**Run 1: drive-strength map**

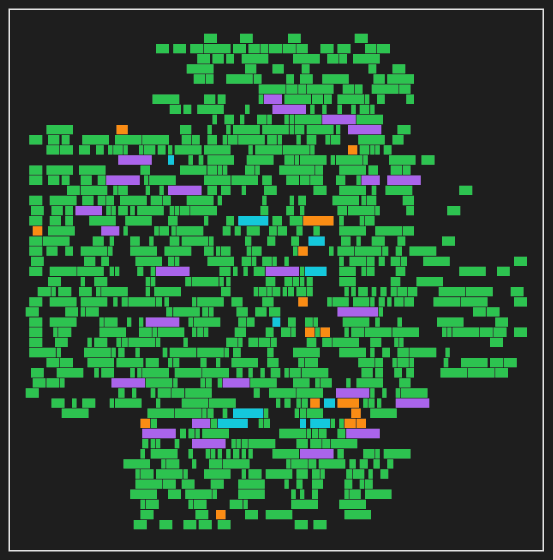
**Run 1: routing congestion map**

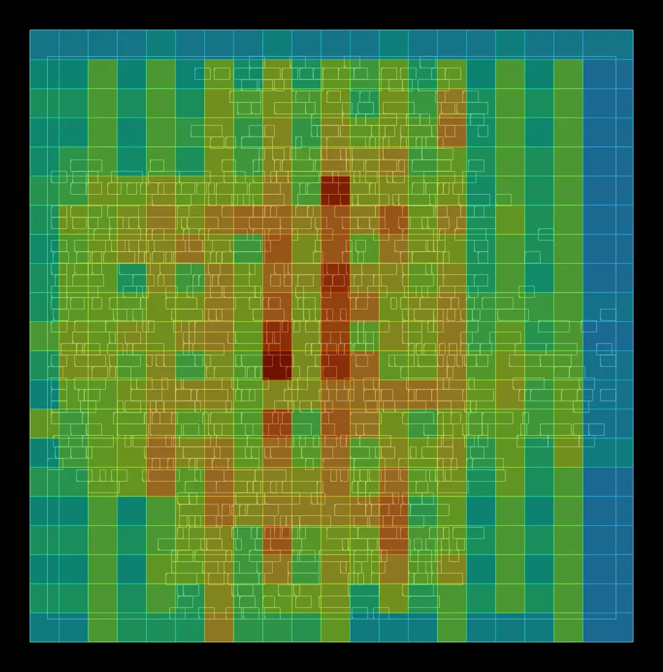
**Run 1: cell density map**

Bar = 50 um. The die is cut into 14 by 14 equal tiles; dark blue is low, red is high, 0 to 100% covered.
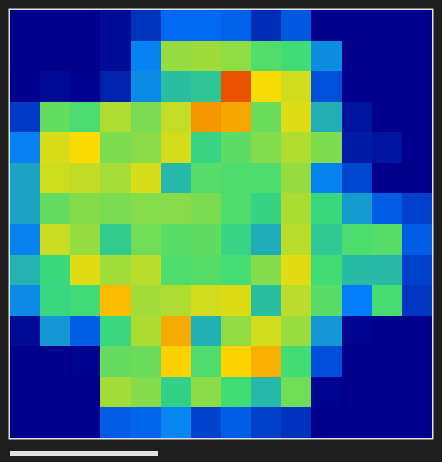
<file path="config.mk">
export PLATFORM = sky130hd
export DESIGN_NAME = seg_scan_driver
export DESIGN_NICKNAME = d
export VERILOG_FILES = /design/src/rtl/seg_scan_driver.sv
export SDC_FILE = /design/constraint.sdc
export NUM_CORES = 1
export LEC_CHECK = 0
export CORE_AREA = 4 4 139 141
export DETAILED_ROUTE_END_ITERATION = 10
export DIE_AREA = 0 0 143 145
export PLACE_DENSITY = 0.62
export SKIP_CTS_REPAIR_TIMING = 1
export SLEW_MARGIN = 25
export SYNTH_ARGS = -nofsm -noshare
export SYNTH_HDL_FRONTEND = slang
export SYNTH_SLANG_ARGS = --single-unit
export TNS_END_PERCENT = 20
</file>
<file path="constraint.sdc">
create_clock -name clk -period 3.4 [get_ports clk]
set_input_delay 0.51 -clock clk [delete_from_list [all_inputs] [get_ports clk]]
set_output_delay 0.51 -clock clk [all_outputs]
set_load 0.02 [all_outputs]
</file>
<file path="src/rtl/seg_scan_driver.sv">
// seg_scan_driver: self-scanning multiplexed seven-segment driver
// with a double-buffered image, per-digit blink/dp and grouped blanking.
module seg_scan_driver #(
    parameter int DIGITS       = 8,
    parameter int SCAN_DIV     = 1000,
    parameter int BLINK_FRAMES = 64
) (
    input  logic                  clk,
    input  logic                  rst,
    input  logic                  power,
    input  logic                  load,
    input  logic [4*DIGITS-1:0]   digits_in,
    input  logic [DIGITS-1:0]     dp_in,
    input  logic [DIGITS-1:0]     blink_in,
    input  logic [DIGITS-1:0]     group_in,
    input  logic                  lzb_in,
    output logic [DIGITS-1:0]     dis,
    output logic [7:0]            seg,
    output logic                  frame_tick
);

    localparam int PW = $clog2(SCAN_DIV);
    localparam int SW = $clog2(DIGITS);
    localparam int BW = (BLINK_FRAMES > 1) ? $clog2(BLINK_FRAMES) : 1;
    localparam logic [PW-1:0] PRESC_MAX = PW'(SCAN_DIV - 1);
    localparam logic [SW-1:0] SCAN_MAX  = SW'(DIGITS - 1);
    localparam logic [BW-1:0] BLINK_MAX = BW'(BLINK_FRAMES - 1);
    localparam logic [DIGITS-1:0] GROUP_TOP = {1'b1, {(DIGITS-1){1'b0}}};

    logic [PW-1:0] presc_q, presc_d;
    logic [SW-1:0] scan_q, scan_d;
    logic [BW-1:0] bcnt_q, bcnt_d;
    logic          phase_q, phase_d;
    logic          pending_q, pending_d;

    logic [DIGITS-1:0][3:0] sh_code_q, sh_code_d;
    logic [DIGITS-1:0]      sh_dp_q, sh_dp_d;
    logic [DIGITS-1:0]      sh_blink_q, sh_blink_d;
    logic [DIGITS-1:0]      sh_group_q, sh_group_d;
    logic                   sh_lzb_q, sh_lzb_d;

    logic [DIGITS-1:0][3:0] act_code_q, act_code_d;
    logic [DIGITS-1:0]      act_dp_q, act_dp_d;
    logic [DIGITS-1:0]      act_blink_q, act_blink_d;
    logic [DIGITS-1:0]      act_group_q, act_group_d;
    logic                   act_lzb_q, act_lzb_d;

    logic [DIGITS-1:0] dis_q, dis_d;
    logic [7:0]        seg_q, seg_d;
    logic              tick_q, tick_d;

    logic [DIGITS-1:0] zrun;
    logic [DIGITS-1:0] blank_v;
    logic              last_presc;
    logic              boundary;
    logic              commit;

    function automatic logic [6:0] seg_decode(input logic [3:0] code);
        logic [6:0] s;
        case (code)
            4'd0:    s = 7'b1111110;
            4'd1:    s = 7'b0110000;
            4'd2:    s = 7'b1101101;
            4'd3:    s = 7'b1111001;
            4'd4:    s = 7'b0110011;
            4'd5:    s = 7'b1011011;
            4'd6:    s = 7'b1011111;
            4'd7:    s = 7'b1110000;
            4'd8:    s = 7'b1111111;
            4'd9:    s = 7'b1111011;
            4'd10:   s = 7'b0000001;
            default: s = 7'b0000000;
        endcase
        return s;
    endfunction

    // zero run from each digit up to its group head; LSD of a group never blanks
    always_comb begin
        zrun = '0;
        zrun[DIGITS-1] = (act_code_q[DIGITS-1] == 4'd0);
        for (int i = DIGITS - 2; i >= 0; i--) begin
            zrun[i] = (act_code_q[i] == 4'd0) && (act_group_q[i] || zrun[i+1]);
        end
        blank_v = {DIGITS{act_lzb_q}} & zrun & ~{act_group_q[DIGITS-2:0], 1'b1};
    end

    // scan timing, buffer commit, blink phase and registered pin image
    always_comb begin
        presc_d     = presc_q;
        scan_d      = scan_q;
        bcnt_d      = bcnt_q;
        phase_d     = phase_q;
        pending_d   = pending_q;
        sh_code_d   = sh_code_q;
        sh_dp_d     = sh_dp_q;
        sh_blink_d  = sh_blink_q;
        sh_group_d  = sh_group_q;
        sh_lzb_d    = sh_lzb_q;
        act_code_d  = act_code_q;
        act_dp_d    = act_dp_q;
        act_blink_d = act_blink_q;
        act_group_d = act_group_q;
        act_lzb_d   = act_lzb_q;
        dis_d       = '1;
        seg_d       = '0;

        last_presc = (presc_q == PRESC_MAX);
        boundary   = last_presc && (scan_q == SCAN_MAX);
        // with the display off there is no scan to wait for
        commit     = pending_q && (power ? boundary : 1'b1);
        tick_d     = commit;

        if (commit) begin
            act_code_d  = sh_code_q;
            act_dp_d    = sh_dp_q;
            act_blink_d = sh_blink_q;
            act_group_d = sh_group_q;
            act_lzb_d   = sh_lzb_q;
            pending_d   = 1'b0;
        end

        // a load on the commit cycle stays pending for the next frame
        if (load) begin
            sh_code_d  = digits_in;
            sh_dp_d    = dp_in;
            sh_blink_d = blink_in;
            sh_group_d = group_in | GROUP_TOP;
            sh_lzb_d   = lzb_in;
            pending_d  = 1'b1;
        end

        if (!power) begin
            presc_d = '0;
            scan_d  = '0;
            bcnt_d  = '0;
            phase_d = 1'b0;
        end else begin
            presc_d = last_presc ? '0 : presc_q + 1'b1;
            if (last_presc) begin
                scan_d = boundary ? '0 : scan_q + 1'b1;
            end
            if (boundary) begin
                if (bcnt_q == BLINK_MAX) begin
                    bcnt_d  = '0;
                    phase_d = ~phase_q;
                end else begin
                    bcnt_d = bcnt_q + 1'b1;
                end
            end
            seg_d = {blank_v[scan_q] ? 7'b0 : seg_decode(act_code_q[scan_q]),
                     act_dp_q[scan_q]};
            if (!(phase_q && act_blink_q[scan_q])) begin
                dis_d[scan_q] = 1'b0;
            end
        end
    end

    // state update with synchronous reset
    always_ff @(posedge clk) begin
        if (rst) begin
            presc_q     <= '0;
            scan_q      <= '0;
            bcnt_q      <= '0;
            phase_q     <= 1'b0;
            pending_q   <= 1'b0;
            sh_code_q   <= {DIGITS{4'hF}};
            sh_dp_q     <= '0;
            sh_blink_q  <= '0;
            sh_group_q  <= '0;
            sh_lzb_q    <= 1'b0;
            act_code_q  <= {DIGITS{4'hF}};
            act_dp_q    <= '0;
            act_blink_q <= '0;
            act_group_q <= '0;
            act_lzb_q   <= 1'b0;
            dis_q       <= '1;
            seg_q       <= '0;
            tick_q      <= 1'b0;
        end else begin
            presc_q     <= presc_d;
            scan_q      <= scan_d;
            bcnt_q      <= bcnt_d;
            phase_q     <= phase_d;
            pending_q   <= pending_d;
            sh_code_q   <= sh_code_d;
            sh_dp_q     <= sh_dp_d;
            sh_blink_q  <= sh_blink_d;
            sh_group_q  <= sh_group_d;
            sh_lzb_q    <= sh_lzb_d;
            act_code_q  <= act_code_d;
            act_dp_q    <= act_dp_d;
            act_blink_q <= act_blink_d;
            act_group_q <= act_group_d;
            act_lzb_q   <= act_lzb_d;
            dis_q       <= dis_d;
            seg_q       <= seg_d;
            tick_q      <= tick_d;
        end
    end

    assign dis        = dis_q;
    assign seg        = seg_q;
    assign frame_tick = tick_q;

endmodule
</file>
==> flow_metrics.tcl, run 1 <==
# place-and-route summary
set metrics [dict create \
    dr_total_vias 4800 \
    portion_of_total_power_attributed_to_the_clock_network_pct 44.5 \
    startpoint_of_the_lowest_slack_hold_path "rst" \
    fillCellCount 1817 \
    layout_min_cycle_time_ns 2.699 \
    grt_start_max_net_pins 101 \
    via_cell_ratio 4.873 \
    seq_power_share_pct 47.7 \
    async_reset_ff_share_pct 0 \
    dp.final_hpwl_um 9571 \
    timing.setup.critical_path_class "flop to flop" \
    drc 0 \
    design.core.area_um2 17960 \
    ys.flops 150 \
    yosys_most_used_dff "sky130_fd_sc_hd__dfxtp_1" \
    period_used_pct 79.38 \
    grt_pass1_vias 4526 \
    crit_end "seg[2]" \
    grt_overflow_total 0 \
    antenna_violating_nets_post_route 0 \
    reg2reg_setup_slack_ns 0.70 \
    tritoncts.num_buffers 17 \
    run_status "finished, final reports clean" \
    switching_share_pct 22.34 \
    dominant_cell_type_by_area_after_synthesis "sky130_fd_sc_hd__dfxtp_1" \
    ys_seq_share_pct 48.34 \
    slowest_delay_ns 0.79 \
    route.met3.wl_um 644 \
    worstPathMaxFanout 20 \
    nets_final 816 \
    first_iter_violations 414 \
    post_dp_cell_area_um2 7134 \
    power.density_cell_area_nw_per_um2 513.2 \
    cts_root_buffer "sky130_fd_sc_hd__clkbuf_16" \
    boundaryPins 78 \
    worst_pin_slew_ns 0.9568 \
    timing.hold.worst_path_depth 2 \
    synth.yosys.warnings 0 \
    mux_share_pct 6.868 \
    rr_startpoint "scan_q[1]" \
    critPathArrivalTime_ns 3.02 \
    synth_cell_type_count 52 \
    syn_inst 688 \
    worst_r2r_endpoint "seg[2]" \
    area_growth_syn_to_layout_pct 24.19 \
    logic_area_um2 2979 \
    yosys.area.top_type_share_pct 48.34 \
    global_route_wire_length_before_repair_um 23000 \
    number_of_cells_on_the_worst_reg_to_reg_path 8 \
    clk_pin_slew_ns 0.06 \
    mappedNetlistArea_um2 6212 \
    place.gp.congestion 0.8314 \
    yosys.area_share.simple_pct 24.17 \
    wl_met1_um 7290 \
    die.size.y_um 145 \
    timing.final.max_slew_violations 0 \
    final-setup-viol-count 0 \
    grt_setup_unrepaired "no" \
    start_kind "flop" \
    crit_path_cell_trace "mux2i_1 > o21ai_0 > a211oi_2 > inv_1 > ha_1 > nor2_1 > o21ai_1 > a211oi_1" \
    die_area_um2 20740 \
    yosysChipArea_um2 6212 \
    final.setup.worst_slack_ns 0.7010 \
    post_synth_xor_area_fraction_pct 1.833 \
    sequential_cell_area_um2 3003 \
]
About 'drive-strength map':
legend:
  purple:
    size: _6 and larger
    cells: 24
  green:
    size: _0 and _1 cells
    cells: 707
  orange:
    size: _3 and _4 cells
    cells: 15
  cyan:
    size: _2 cells
    cells: 10

About 'routing congestion map':
routing layer with the top usage in global route: met1
global routing usage summed across all routing layers: 13.67%

About 'cell density map':
mean over tiles: 36%
nearly empty tiles: 24%
fullest tile: 91%
tiles over 75% full: 4.1%

[run 1: routing by layer]
| metal | vias up | GRT usage (%) |
|---|---|---|
| met3 | 10 | 4.014 |
| met4 | 0 | 4.087 |
| met1 | 2207 | 20.74 |
| li1 | 2482 | - |
| met5 | - | 0 |
| met2 | 101 | 18.56 |
[run 1: power by group through the flow]
stage                     sequential, uW  combinational (uW)  clock, uW
final                               1890                 309       1760
after global routing                1900                 347       1890
after CTS                           1890                 311       1810
after detailed placement            1930                 310          0
after global placement              1930                 306          0
after floorplan                     1910                 196          0
[run 1: cell type report]
| class | instances | share of cell area [%] |
|---|---|---|
| flip-flops and latches | 150 | 38.92 |
| repair buffers | 85 | 11.00 |
| multi-input cells | 481 | 38.62 |
| inverters | 10 | 0.4865 |
| clock buffers | 23 | 6.325 |
| clock inverters | 7 | 0.9406 |
| well taps | 229 | 3.714 |
[run 1: flip-flops by register name (all words and copies together) (netlist names), 8 cells and up]
signal,count
sh_blink_q,8
seg,8
dis,8
presc_q,10
act_code_q,32
sh_code_q,32
act_dp_q,8
sh_dp_q,8
act_blink_q,8
[run 1: synth_stat cells, types with 4 or more instances]
cell and count:
sky130_fd_sc_hd__nor2_1 55, sky130_fd_sc_hd__dfxtp_1 150, sky130_fd_sc_hd__a211o_1 32, sky130_fd_sc_hd__nand3_1 4, sky130_fd_sc_hd__inv_1 9, sky130_fd_sc_hd__nand2_1 138, sky130_fd_sc_hd__nor3_1 8, sky130_fd_sc_hd__xor2_1 8
sky130_fd_sc_hd__buf_2 11, sky130_fd_sc_hd__nand3b_1 34, sky130_fd_sc_hd__xnor2_1 5, sky130_fd_sc_hd__clkbuf_1 32, sky130_fd_sc_hd__a221oi_1 8, sky130_fd_sc_hd__a21oi_1 31, sky130_fd_sc_hd__nand4_1 4, sky130_fd_sc_hd__o21ai_0 9
sky130_fd_sc_hd__o21ai_1 4, sky130_fd_sc_hd__mux2i_1 31, sky130_fd_sc_hd__a211oi_1 8, sky130_fd_sc_hd__nor4_1 7, sky130_fd_sc_hd__nor2b_1 36, sky130_fd_sc_hd__and3_1 8, sky130_fd_sc_hd__ha_1 10
[run 1: kinds of logic (layout without fill, tap and decap cells)]
| group | after synthesis | count (layout) |
|---|---|---|
| buffers and inverters | 57 | 125 |
| and+or+nand+nor | 310 | 310 |
| xor gates and xnor gates | 13 | 13 |
| DFF | 150 | 150 |
| adders and majority gates | 10 | 10 |
| muxes | 36 | 36 |
| AOI/OAI and AO/OA | 112 | 112 |
[run 1: stage by stage]
| stage | instances | hold slack (ns) | util (%) |
|---|---|---|---|
| after detailed placement | 954 | 0.4466 | 39.72 |
| after CTS | 984 | 0.3751 | 42.84 |
| after global placement | 954 | 0.4431 | 39.72 |
| after floorplan | 688 | 0.4297 | - |
| after global routing | 985 | 0.4014 | 42.95 |
| final | 985 | 0.3923 | 42.95 |
==> run 1 -> run 2 <==
--- a/config.mk
+++ b/config.mk
@@ -8,7 +8,7 @@
 export CORE_AREA = 4 4 139 141
 export DETAILED_ROUTE_END_ITERATION = 10
 export DIE_AREA = 0 0 143 145
-export PLACE_DENSITY = 0.62
+export PLACE_DENSITY = 0.64
 export SKIP_CTS_REPAIR_TIMING = 1
 export SLEW_MARGIN = 25
 export SYNTH_ARGS = -nofsm -noshare
==> constraint.sdc (replaced) <==
create_clock -name clk -period 2.25 [get_ports clk]
set_input_delay 0.3375 -clock clk [delete_from_list [all_inputs] [get_ports clk]]
set_output_delay 0.3375 -clock clk [all_outputs]
set_load 0.02 [all_outputs]
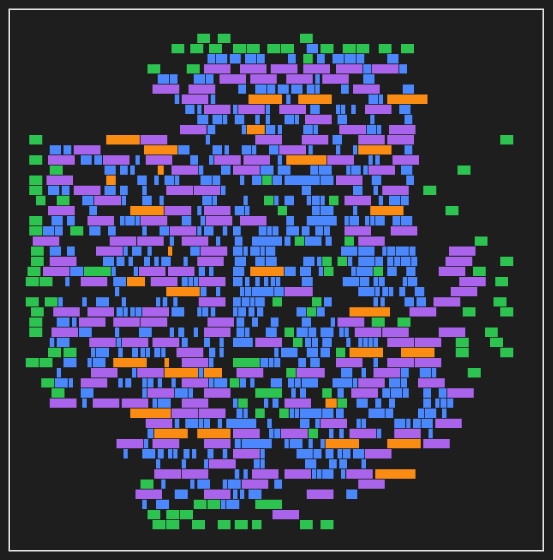
**Above:** run 2 (cell classes on the final placement).
legend:
  orange:
    class: clock drivers and dummy loads
    cells: 30
    share_of_their_area: 8.4%
  purple:
    class: flops
    cells: 150
    share_of_their_area: 39%
  blue:
    class: combinational and other logic
    cells: 491
    share_of_their_area: 39%
  green:
    class: other buffers and delay cells
    cells: 105
    share_of_their_area: 13%

==> run 2 against run 1 <==
Against the previous run: sequential cell count is the same; die area is the same; global-route usage grew 0.089 points; register-to-register slack lost 0.54 ns; worst hold slack gained 0.017 ns; sequential power grew 51%; highest routed layer unchanged.
==> flow_metrics.tcl, run 2 <==
# place-and-route summary
set metrics [dict create \
    start_kind "flop" \
    reg2reg_setup_slack_ns 0.16 \
    reg.largest.list "act_code_q: 32 flops, sh_code_q: 32 flops, presc_q: 10 flops" \
    timing.hold.worst_path_depth 3 \
    design.core.area_um2 17960 \
    rr_startpoint "scan_q[1]" \
    startpoint_of_the_lowest_slack_hold_path "rst" \
    clk_pin_slew_ns 0.06 \
    first_iter_violations 398 \
    boundaryPins 78 \
    ys.flops 150 \
    global_route_wire_length_before_repair_um 23200 \
    syn_inst 688 \
    synth.yosys.warnings 0 \
    num_rows 49 \
    worst_pin_slew_ns 0.5516 \
    worst-endpoint-required_ns 2.58 \
    grt_overflow_total 0 \
    dominant_cell_type_by_area_after_synthesis "sky130_fd_sc_hd__dfxtp_1" \
    critPathArrivalTime_ns 2.42 \
    final-setup-viol-count 0 \
    nets_final 836 \
    most_common_cell_in_the_synthesized_netlist "sky130_fd_sc_hd__dfxtp_1" \
    grt_pass1_vias 4687 \
    die.size.y_um 145 \
    area_growth_syn_to_layout_pct 28.54 \
    mappedNetlistArea_um2 6212 \
    ys_seq_share_pct 48.34 \
    h-tree-depth 4 \
    commonest_cells_after_routing_fill_and_taps_aside "sky130_fd_sc_hd__dfxtp_1 (148), sky130_fd_sc_hd__nand2_1 (138), sky130_fd_sc_hd__clkdlybuf4s50_1 (74), sky130_fd_sc_hd__nor2_1 (54), sky130_fd_sc_hd__nor2b_1 (36)" \
    async_reset_ff_share_pct 0 \
    final.setup.worst_slack_ns 0.1605 \
    min-delay-path-class "primary input to flop" \
    grt_use_total_pct 13.76 \
    timing.setup.critical_path_class "flop to flop" \
    layout_min_cycle_time_ns 2.090 \
    place.gp.congestion 0.8510 \
    yosys_most_used_dff "sky130_fd_sc_hd__dfxtp_1" \
    p_leak_uw 0.003118 \
    post_route_cells_drive_above_1_share_pct 9.278 \
    cts_root_buffer "sky130_fd_sc_hd__clkbuf_16" \
    worst_r2r_endpoint "seg[4]" \
    dp.final_hpwl_um 9760 \
    syn-num-nets 759 \
    post_synth.cell_area_avg_um2 9.029 \
    grt_start_max_net_pins 116 \
    grt_setup_unrepaired "no" \
    power.density_cell_area_nw_per_um2 803.1 \
    number_of_cells_on_the_worst_reg_to_reg_path 10 \
    run_status "finished, final reports clean" \
    worstPathMaxFanout 7 \
    max_clock_freq_ghz 0.4786 \
    tritoncts "yes" \
    dr_total_vias 4861 \
    timing.final.max_slew_violations 0 \
    yosys.area.top_type_share_pct 48.34 \
    die_area_um2 20740 \
    holdWs_ns 0.4098 \
    period_used_pct 92.87 \
    yosysChipArea_um2 6212 \
    tritoncts.num_buffers 17 \
    via_cell_ratio 4.837 \
    synth_cell_type_count 52 \
    yosys-top-cells-count "sky130_fd_sc_hd__dfxtp_1 (150), sky130_fd_sc_hd__nand2_1 (138), sky130_fd_sc_hd__nor2_1 (55)" \
    drc 0 \
    antenna_violating_nets_post_route 0 \
]
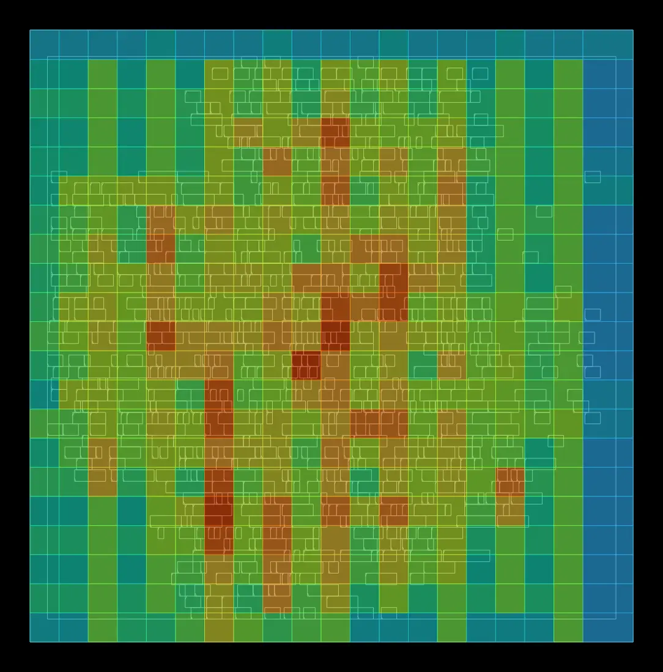
**Above:** run 2 (routing congestion map).
met1 routing resource usage after global routing: 20.06%
met3 Usage GRT: 3.356%
routed length per instance: 13.90 um
final core utilization: 44.45%

## run 2: cell counts after synthesis
Identical to the previous run, type by type.
## run 2: cells by family after synthesis
family / synth area share [%]
muxes: 6.868
buffers and inverters: 3.907
adders and majority gates: 2.014
DFF: 48.34
xor gates and xnor gates: 1.833
and+or+nand+nor: 24.17
AOI/OAI and AO/OA: 12.87
## run 2: worst max-delay path, cell delays in order (launching register included)
cell and delay (ns):
sky130_fd_sc_hd__dfxtp_1 0.49, sky130_fd_sc_hd__buf_4 0.22, sky130_fd_sc_hd__and3_1 0.18, sky130_fd_sc_hd__o21ai_0 0.09
sky130_fd_sc_hd__o211a_1 0.14, sky130_fd_sc_hd__buf_4 0.15, sky130_fd_sc_hd__ha_1 0.27, sky130_fd_sc_hd__inv_1 0.05
sky130_fd_sc_hd__nor2_1 0.10, sky130_fd_sc_hd__o21ai_1 0.08, sky130_fd_sc_hd__a211oi_1 0.23
## run 2: report_power, final
| part | switching, uW | internal (uW) | leakage [uW] | total (uW) |
|---|---|---|---|---|
| clock network | 1030 | 2040 | 0.000312 | 3070 |
| logic | 223 | 261 | 0.00157 | 484 |
| registers | 77.6 | 2780 | 0.00123 | 2850 |
| total | 1330 | 5080 | 0.00312 | 6410 |
## run 2: layer usage
layer	vias to the layer above	part of all wire [%]	track usage, %
met2	101	43	19.67
met5	-	0	0
met4	0	1.3	5.038
met1	2225	52	20.06
met3	14	3.8	3.356
li1	2521	-	-
## run 2: final cells by class
cell class                      instances  area (um2)
Timing Repair Buffer                  105        1023
Clock buffer                           22       474.2
Multi-Input combinational cell        481        2987
Inverter                               10       37.54
Tap cell                              229       286.5
Fill cell                            1746        9978
Sequential cell                       150        3005
Clock inverter                          8       171.4
## run 2: stage by stage
step	instance area (um2)	instances	setup TNS, ns
after floorplan	6215	688	0
after global placement	7328	975	0
after detailed placement	7328	975	-0.005502
after CTS	7974	1005	-0.01975
after global routing	7985	1005	0
final	7985	1005	0
## run 2: how the worst max path moves through the flow
stage	from	end	slack, ns	cells past startpoint
floorplan	scan_q[0]	seg[7]	0.02	12
global placement	scan_q[0]	dis[7]	0.03	7
detailed placement	scan_q[0]	seg[5]	-0.006	7
CTS	scan_q[0]	seg[5]	-0.02	7
global route	scan_q[1]	seg[6]	0.03	9
finish	scan_q[1]	seg[4]	0.16	10
**Run 2: cell density map**

Bar = 50 um. The die is cut into 14 by 14 equal tiles; dark blue is low, red is high, 0 to 100% covered.
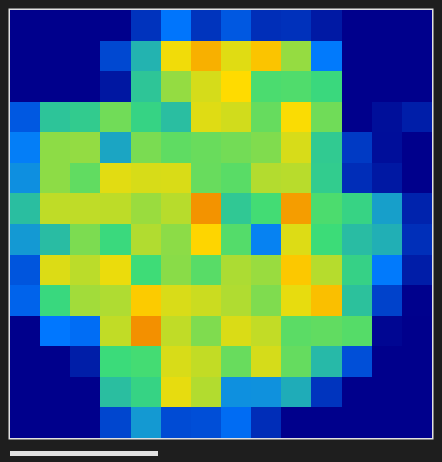

==> run 2 -> run 3 <==
--- a/config.mk
+++ b/config.mk
@@ -5,10 +5,10 @@
 export SDC_FILE = /design/constraint.sdc
 export NUM_CORES = 1
 export LEC_CHECK = 0
-export CORE_AREA = 4 4 139 141
+export CORE_AREA = 4 4 149 151
 export DETAILED_ROUTE_END_ITERATION = 10
-export DIE_AREA = 0 0 143 145
-export PLACE_DENSITY = 0.64
+export DIE_AREA = 0 0 153 155
+export PLACE_DENSITY = 0.58
 export SKIP_CTS_REPAIR_TIMING = 1
 export SLEW_MARGIN = 25
 export SYNTH_ARGS = -nofsm -noshare
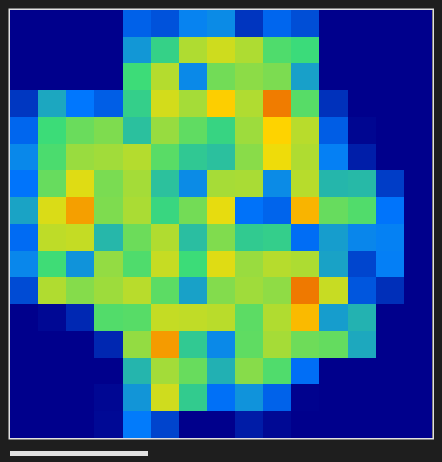
**Above:** run 3 (cell density map).
Bar = 50 um. The die is cut into 15 by 16 equal tiles; dark blue is low, red is high, 0 to 100% covered.
placeable core region: 20,820 um2
floorplan core density: 29.83%

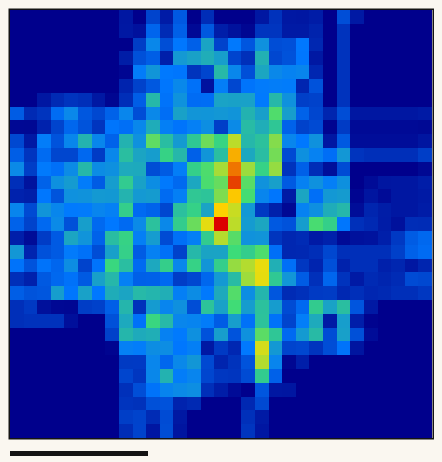
**Above:** run 3 (wiring heat map).
Bar = 50 um. The die is cut into 31 by 31 equal tiles; dark blue is low, red is high, scaled to the fullest tile. Values are wire area over tile area, all layers added.
densest ninth of the die: middle
fullest tile: 0.57
nearly empty tiles: 30%

==> run 3 against run 2 <==
Against the previous run: worst setup slack improved by 0.053 ns; sequential cell count unchanged; sequential share of layout area decreased by 0.39 points.
==> flow_metrics.tcl, run 3 <==
# place-and-route summary
set metrics [dict create \
    first_iter_violations 342 \
    critPathArrivalTime_ns 2.37 \
    commonest_cells_after_routing_fill_and_taps_aside "sky130_fd_sc_hd__dfxtp_1 (148), sky130_fd_sc_hd__nand2_1 (138), sky130_fd_sc_hd__clkdlybuf4s50_1 (74), sky130_fd_sc_hd__nor2_1 (54), sky130_fd_sc_hd__nor2b_1 (36)" \
    wl_met1_um 7642 \
    critical_path.endpoint_type "flop" \
    cts_root_buffer "sky130_fd_sc_hd__clkbuf_16" \
    worst_pin_slew_ns 0.5828 \
    nets_final 838 \
    grt_use_total_pct 12.48 \
    via_cell_ratio 4.609 \
    holdWs_ns 0.4419 \
    timing.hold.worst_path_depth 3 \
    final_common_cell "sky130_fd_sc_hd__dfxtp_1" \
    most_common_cell_in_the_synthesized_netlist "sky130_fd_sc_hd__dfxtp_1" \
    num_rows 53 \
    critPathSlowestCell "sky130_fd_sc_hd__dfxtp_1" \
    syn_inst 688 \
    grt_overflow_total 0 \
    die.size.y_um 155 \
    worst-endpoint-required_ns 2.58 \
    reg2reg_setup_slack_ns 0.21 \
    timing.final.max_slew_violations 0 \
    timing.setup.critical_path_class "flop to flop" \
    async_reset_ff_share_pct 0 \
    drc 0 \
    fillCellCount 2105 \
    antenna_violating_nets_post_route 0 \
    area_growth_syn_to_layout_pct 30.01 \
    slowest_delay_ns 0.45 \
    power.density_cell_area_nw_per_um2 804.8 \
    startpoint_of_the_lowest_slack_hold_path "rst" \
    boundaryPins 78 \
    synth.yosys.warnings 0 \
    die_area_um2 23720 \
    min-delay-path-class "primary input to flop" \
    period_used_pct 90.49 \
    place.gp.congestion 0.8160 \
    ys.flops 150 \
    clk_pin_slew_ns 0.06 \
    worstPathBufferInverterCount 2 \
    worst_r2r_endpoint "seg[7]" \
    syn-num-nets 759 \
    mappedNetlistArea_um2 6212 \
    reg.largest.list "act_code_q: 32 flops, sh_code_q: 32 flops, presc_q: 10 flops" \
    max_clock_freq_ghz 0.4911 \
    layout_min_cycle_time_ns 2.036 \
    synth_cell_type_count 52 \
    wire_per_inst_um 13.84 \
    post_route_cells_drive_above_1_share_pct 10.13 \
    rr_startpoint "scan_q[1]" \
    h-tree-depth 4 \
    p_leak_uw 0.003134 \
    grt_setup_unrepaired "no" \
    yosys_most_used_dff "sky130_fd_sc_hd__dfxtp_1" \
    start_kind "flop" \
    dominant_cell_type_by_area_after_synthesis "sky130_fd_sc_hd__dfxtp_1" \
    final-setup-viol-count 0 \
    number_of_cells_on_the_worst_reg_to_reg_path 9 \
    crit_path_cell_trace "clkinv_1 > and3_1 > o21ai_0 > o211a_1 > inv_1 > ha_1 > and2b_1 > o21ai_1 > a211oi_1" \
    metal2_wl_um 6136 \
    tritoncts.num_buffers 17 \
    dr_total_vias 4862 \
    ys_seq_share_pct 48.34 \
    post_synth.cell_area_avg_um2 9.029 \
    run_status "finished, final reports clean" \
    yosys-top-cells-count "sky130_fd_sc_hd__dfxtp_1 (150), sky130_fd_sc_hd__nand2_1 (138), sky130_fd_sc_hd__nor2_1 (55)" \
    dp.final_hpwl_um 10230 \
    worstPathMaxFanout 6 \
    grt_pass1_vias 4699 \
    yosys.area.top_type_share_pct 48.34 \
    route.met3.wl_um 511 \
    global_route_wire_length_before_repair_um 23940 \
    dr.max_layer_used "met4" \
    cell_family_contributing_the_most_delay_on_the_critical_path "AND-OR/OR-AND gates" \
    yosysChipArea_um2 6212 \
    tritoncts "yes" \
]
-- run 3: cell types whose count changed in the layout (fill, tap and decap cells not counted), moves of 2 or more --
cell                       delta
sky130_fd_sc_hd__clkinv_4     +2
sky130_fd_sc_hd__buf_4        +2
sky130_fd_sc_hd__clkbuf_1     -2
sky130_fd_sc_hd__clkbuf_8     -2
sky130_fd_sc_hd__inv_6        +3
-- run 3: worst max-delay path by stage --
| stage | start | to | slack, ns | cells past startpoint |
|---|---|---|---|---|
| after floorplan | scan_q[0] | seg[7] | 0.02 | 12 |
| after global placement | scan_q[0] | dis[7] | 0.001 | 7 |
| after detailed placement | scan_q[0] | seg[7] | -0.05 | 6 |
| after CTS | scan_q[0] | seg[7] | -0.09 | 6 |
| after global routing | scan_q[1] | seg[7] | 0.02 | 9 |
| final | scan_q[1] | seg[7] | 0.21 | 9 |
-- run 3: tightest hold or removal path: cells and delay by family --
kind                   cells  cell delay, ns
buffers and inverters      2            0.32
and+or+nand+nor            1            0.14
-- run 3: metrics by stage --
stage          utilization [%]  std cells  setup slack (ns)  setup TNS, ns  instance area, um2
6_report                 38.79       1055            0.2139              0                8077
5_1_grt                  38.79       1055           0.01794              0                8077
4_1_cts                  38.73       1055          -0.08828        -0.3931                8064
3_5_place_dp             35.55       1023          -0.05251        -0.1439                7402
3_3_place_gp             35.55       1023          0.001062              0                7402
2_1_floorplan                -        688           0.02117              0                6215
-- run 3: kinds of logic (layout without fill, tap and decap cells) --
| logic type | after synthesis | after routing | share of synthesized area [%] |
|---|---|---|---|
| buffers and inverters | 57 | 149 | 3.907 |
| AND-OR/OR-AND | 112 | 112 | 12.87 |
| XOR/XNOR | 13 | 13 | 1.833 |
| multiplexers | 36 | 36 | 6.868 |
| AND/OR/NAND/NOR | 310 | 310 | 24.17 |
| adder cells (fa/ha/maj) | 10 | 10 | 2.014 |
| flip-flops | 150 | 150 | 48.34 |
-- run 3: layout make-up --
type                            count  area [um2]  area share (%)
Tap cell                          275       344.1           4.260
Inverter                           10       37.54          0.4648
Clock inverter                     14       222.7           2.758
Timing Repair Buffer              107        1039           12.86
Multi-Input combinational cell    481        2987           36.98
Clock buffer                       18       439.2           5.438
Sequential cell                   150        3008           37.24
-- run 3: where the power goes --
part	switching (uW)	internal, uW	total [uW]
logic	228	262	490
clock network	1150	2010	3160
registers	78.9	2770	2850
total	1450	5050	6500
-- run 3: layer usage --
layer	up-vias	track usage [%]
li1	2532	-
met1	2221	17.87
met2	89	17.81
met3	20	3.060
met4	0	5.473
met5	-	0
No activity file was given, so power comes from the tool's default toggle rates.
